===== src/rtl/mux_stream_rr.sv =====
`default_nettype none
// ============================================================================
// Module   : mux_stream_rr
// Purpose  : N-to-1 valid/ready stream mux, fixed-select or round-robin,
//            with a single registered output stage.
// Revision : 1.0
// ============================================================================
module mux_stream_rr #(
  parameter  int bus_width = 8,
  parameter  int channels  = 4,
  localparam int sel_w     = (channels > 1) ? $clog2(channels) : 1
) (
  input  logic                          clk,
  input  logic                          rst,
  input  logic [channels*bus_width-1:0] in_data,
  input  logic [channels-1:0]           in_valid,
  output logic [channels-1:0]           in_ready,
  input  logic                          mode,
  input  logic [sel_w-1:0]              sel,
  output logic [bus_width-1:0]          out_data,
  output logic                          out_valid,
  input  logic                          out_ready,
  output logic [sel_w-1:0]              out_ch
);

  localparam logic [sel_w-1:0] c_rr_init = sel_w'(channels - 1);

  logic [bus_width-1:0] r_out_data;
  logic                 r_out_valid;
  logic [sel_w-1:0]     r_out_ch;
  logic [sel_w-1:0]     r_rr_last;

  logic                 w_load_en;
  logic                 w_fix_valid;
  logic                 w_rr_valid;
  logic [sel_w-1:0]     w_rr_grant;
  logic [sel_w-1:0]     w_grant;
  logic                 w_grant_valid;
  logic                 w_xfer_in;
  logic [bus_width-1:0] w_grant_data;

  // Holding reset low on in_ready keeps upstream from losing words to reset.
  assign w_load_en = !rst && (!r_out_valid || out_ready);

  // An out-of-range sel matches no channel, so it never grants.
  always_comb begin
    w_fix_valid = 1'b0;
    for (int k = 0; k < channels; k++) begin
      if (sel == sel_w'(k)) w_fix_valid = in_valid[k];
    end
  end

  always_comb begin
    w_rr_valid = 1'b0;
    w_rr_grant = '0;
    for (int i = 1; i <= channels; i++) begin
      if (!w_rr_valid && in_valid[(int'(r_rr_last) + i) % channels]) begin
        w_rr_valid = 1'b1;
        w_rr_grant = sel_w'((int'(r_rr_last) + i) % channels);
      end
    end
  end

  assign w_grant       = mode ? w_rr_grant : sel;
  assign w_grant_valid = mode ? w_rr_valid : w_fix_valid;
  assign w_xfer_in     = w_load_en && w_grant_valid;

  always_comb begin
    w_grant_data = '0;
    for (int k = 0; k < channels; k++) begin
      if (w_grant == sel_w'(k)) w_grant_data = in_data[k*bus_width +: bus_width];
    end
  end

  genvar g;
  generate
    for (g = 0; g < channels; g++) begin : g_ready
      assign in_ready[g] = w_xfer_in && (w_grant == sel_w'(g));
    end
  endgenerate

  always_ff @(posedge clk) begin
    if (rst) begin
      r_out_data  <= '0;
      r_out_valid <= 1'b0;
      r_out_ch    <= '0;
      r_rr_last   <= c_rr_init;
    end else if (w_xfer_in) begin
      r_out_data  <= w_grant_data;
      r_out_ch    <= w_grant;
      r_out_valid <= 1'b1;
      if (mode) r_rr_last <= w_grant;
    end else if (out_ready) begin
      r_out_valid <= 1'b0;
    end
  end

  assign out_data  = r_out_data;
  assign out_valid = r_out_valid;
  assign out_ch    = r_out_ch;

endmodule
`default_nettype wire

===== config.mk =====
export PLATFORM = sky130hd
export DESIGN_NAME = mux_stream_rr
export DESIGN_NICKNAME = d
export VERILOG_FILES = /design/src/rtl/mux_stream_rr.sv
export SDC_FILE = /design/constraint.sdc
export NUM_CORES = 1
export LEC_CHECK = 0
export ABC_CLOCK_PERIOD_IN_PS = 1700
export CORE_MARGIN = 2
export CORE_UTILIZATION = 35
export DETAILED_ROUTE_END_ITERATION = 7
export GPL_ROUTABILITY_DRIVEN = 0
export PLACE_DENSITY = 0.77
export SKIP_LAST_GASP = 1
export SYNTH_ARGS = -nofsm -noshare
export SYNTH_HDL_FRONTEND = slang
export SYNTH_SLANG_ARGS = --single-unit

===== constraint.sdc =====
create_clock -name clk -period 1.7 [get_ports clk]
set_input_delay 0.34 -clock clk [delete_from_list [all_inputs] [get_ports clk]]
set_output_delay 0.34 -clock clk [all_outputs]
set_load 0.05 [all_outputs]

cell_classes.png
Scale: 4 px per um.
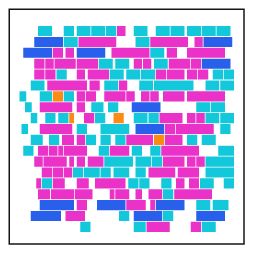
Blue shows flops, cells 13, share of their area 13%. Magenta shows all other logic, cells 88, share of their area 48%. Cyan shows other buffers and delay cells, cells 85, share of their area 38%. Orange shows clock drivers and dummy loads, cells 4, share of their area 1.3%.
Finished Cell Area: 2130 um2
core area: 2780 um2
sequential share of cell area: 0.124
Row Count: 19
fin util: 0.766

==> results.yml <==
# physical design summary
flow_run:
  log.warning_count: 29
  maxCapViolCount: 0
status:
  violations: "setup timing"
  status: "finished with violations"
pwr:
  swShare: 0.409
  total_leakage_power_uw: 0.000843
  p_int_uw: 803
  ir_worst_vdd_uv: 545
  p_comb_uw: 774
  p_switching_uw: 555
  seq_power_share: 0.272
  power_sequential_uw: 369
  comb_power_share: 0.570
  power.density_nw_per_um2: 637
  maxPowerGroup: "combinational logic"
  finalPower_uw: 1360
finish:
  seq_area_um2: 265
  diodes: 0
  n_all_buffers: 85
  inv_count: 0
  layout_top_cell: "buf_4"
  final-nonclk-buf-share: 0.376
  layout-drive-gt1-share: 0.484
  logic_gates: 88
  flops: 13
  largest_reg_flops: 8
  area_growth_pct: 106
  clkCellAreaFrac: 0.0123
  clkbuf_count: 4
  layout.cells.non_filler: 221
  comb-cell-share: 0.469
  fill_cells: 176
  dominant_cells: "multi-input combinational cells"
  final-comb-area_um2: 998
  fin_nets: 233
logic_synthesis:
  largest_area_cell: "dfxtp_1"
  yosys.area_share.aoi: 0.365
  async_flop_share: 0
  area_leaders: "dfxtp_1 25%, a221oi_2 15%, and2_1 9.7%"
  syn_area_per_cell_um2: 9.38
  ys_sh_adder: 0
  flop_cell: "dfxtp_1"
  synth_top_area_share: 0.252
  edf_count: 0
  ys_sh_simple: 0.296
  synth-seq-cells: 13
  ys_types: 33
  ys_sh_mux: 0.0412
  ys_cells: 110
  syn_area_um2: 1030
  ys_seq_share: 0.252
  ys_chip_area_um2: 1030
  yosysWarnings: 0
  fp_nets: 152
  xor_area_frac: 0
  netlist_instances: 110
  ys_top_cells_by_count: "16 x and2_1, 13 x dfxtp_1, 10 x a221oi_2, 10 x nand3b_1, 8 x o31ai_1"
  top_logic_kind: "AND-OR/OR-AND gates"
  top_cell: "and2_1"
cts:
  cts.htree.levels: 1
  clockBufferDepth: 2
  root_buffer: "clkbuf_4"
  cts_hold_buf: 0
  cts_resized: 49
  clk_latency_ns: 0.29
  cts_tree: "yes"
  post_cts_buffers: 8
  cts.reportedPaths.clkPinSlew_ns: 0.09
  numCtsBuffers: 3
  clock-sinks: 13
route:
  wirelength_mm: 4.15
  drtIter0Drc: 39
  highest_layer: "met4"
  met3_wirelength_um: 214
  post_drt_via_cell_ratio: 5.70
  first_pass_iters: 4
  num_vias: 1259
  remaining_drc_errors: 0
  detail_route.wl_per_cell_um: 18.8
  postRouteAntennaNets: 0
  route.met2.wl_mm: 2.27
  wl_met1_mm: 1.65
floorplanning:
  die_width_um: 58.3
  io_pins: 57
  fp_util: 0.371
  die_h_um: 58.3
  num_tap_cells: 31
  die_area_um2: 3400
worst_setup_path:
  endpoint_kind: "output pin"
  rrSetupSlack_ns: -0.21
  slowest_stage: "dfxtp_4"
  required_ns: 1.36
  slowest_delay_ns: 0.39
  start_kind: "flop"
  crit_buf_inv: 3
  reg2reg_from: "r_rr_last[1]$_SDFFE_PP1P_"
  r2r_cells: 8
  worst-path-stages: 7
  endpoint: "in_ready[1]"
  path_max_fanout: 7
  rr_endpoint: "out_data[7]$_SDFFE_PP0N_"
  worstSetupStartpoint: "r_rr_last[1]$_SDFFE_PP1P_"
  crit_top_cell: "buf_6"
  cp_top_family: "buffers and inverters"
  cp_cell_sequence: "nand2_2 > and3b_4 > o31ai_4 > buf_4 > buf_6 > nor3_4 > buf_6"
  worstSetupPathType: "reg -> out"
  crit_arrival_ns: 1.71
placement:
  dpl_cell_area_um2: 1800
  dp_slack_ns: -0.734
  dp.final_hpwl_mm: 2.73
  io_buffers: 56
  dp_cells: 208
grt:
  gr-total-overflow: 0
  grt.met1_usage: 0.282
  gr-usage-all-layers: 0.235
  first_global_vias: 1262
  antenna_found_initial: 0
  met3_usage: 0.0571
  use_met2: 0.417
  grt_max_degree: 17
  busiest_layer: "met2"
  grt_pass1_wl_mm: 6.13
min_path:
  hold_depth: 3
  min_path_type: "in -> reg"
  worstHoldEndpoint: "out_valid$_SDFFE_PP0P_"
  worstHoldStart: "out_ready"
final_timing:
  fin_ws_ns: -0.351
  whs_ns: 0.484
  fmax_mhz: 488
  slew_headroom: 0.699
  finalCritPeriodShare: 1.21
  worst_slew_pin_slew_ns: 0.446
  min_period_ns: 2.05
  grt_setup_unrepaired: "yes"
  report.final.slew_viol_count: 0
  setup_viol: 12
  hold_violations: 0
  tns_ns: -2.86
clock_map.png
Scale: 4 px per um.
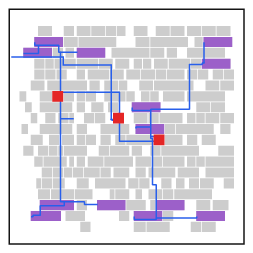
Red shows cells driving clock nets, count 3. Purple shows flip-flops, count 13. Blue shows clock wires, length 251 um.
Position of the flops: all over the die.
clock-net power: 214 uW
clock skew: 0.00191 ns
Clk pwr share: 0.158

Power and IR drop assume default switching activity.
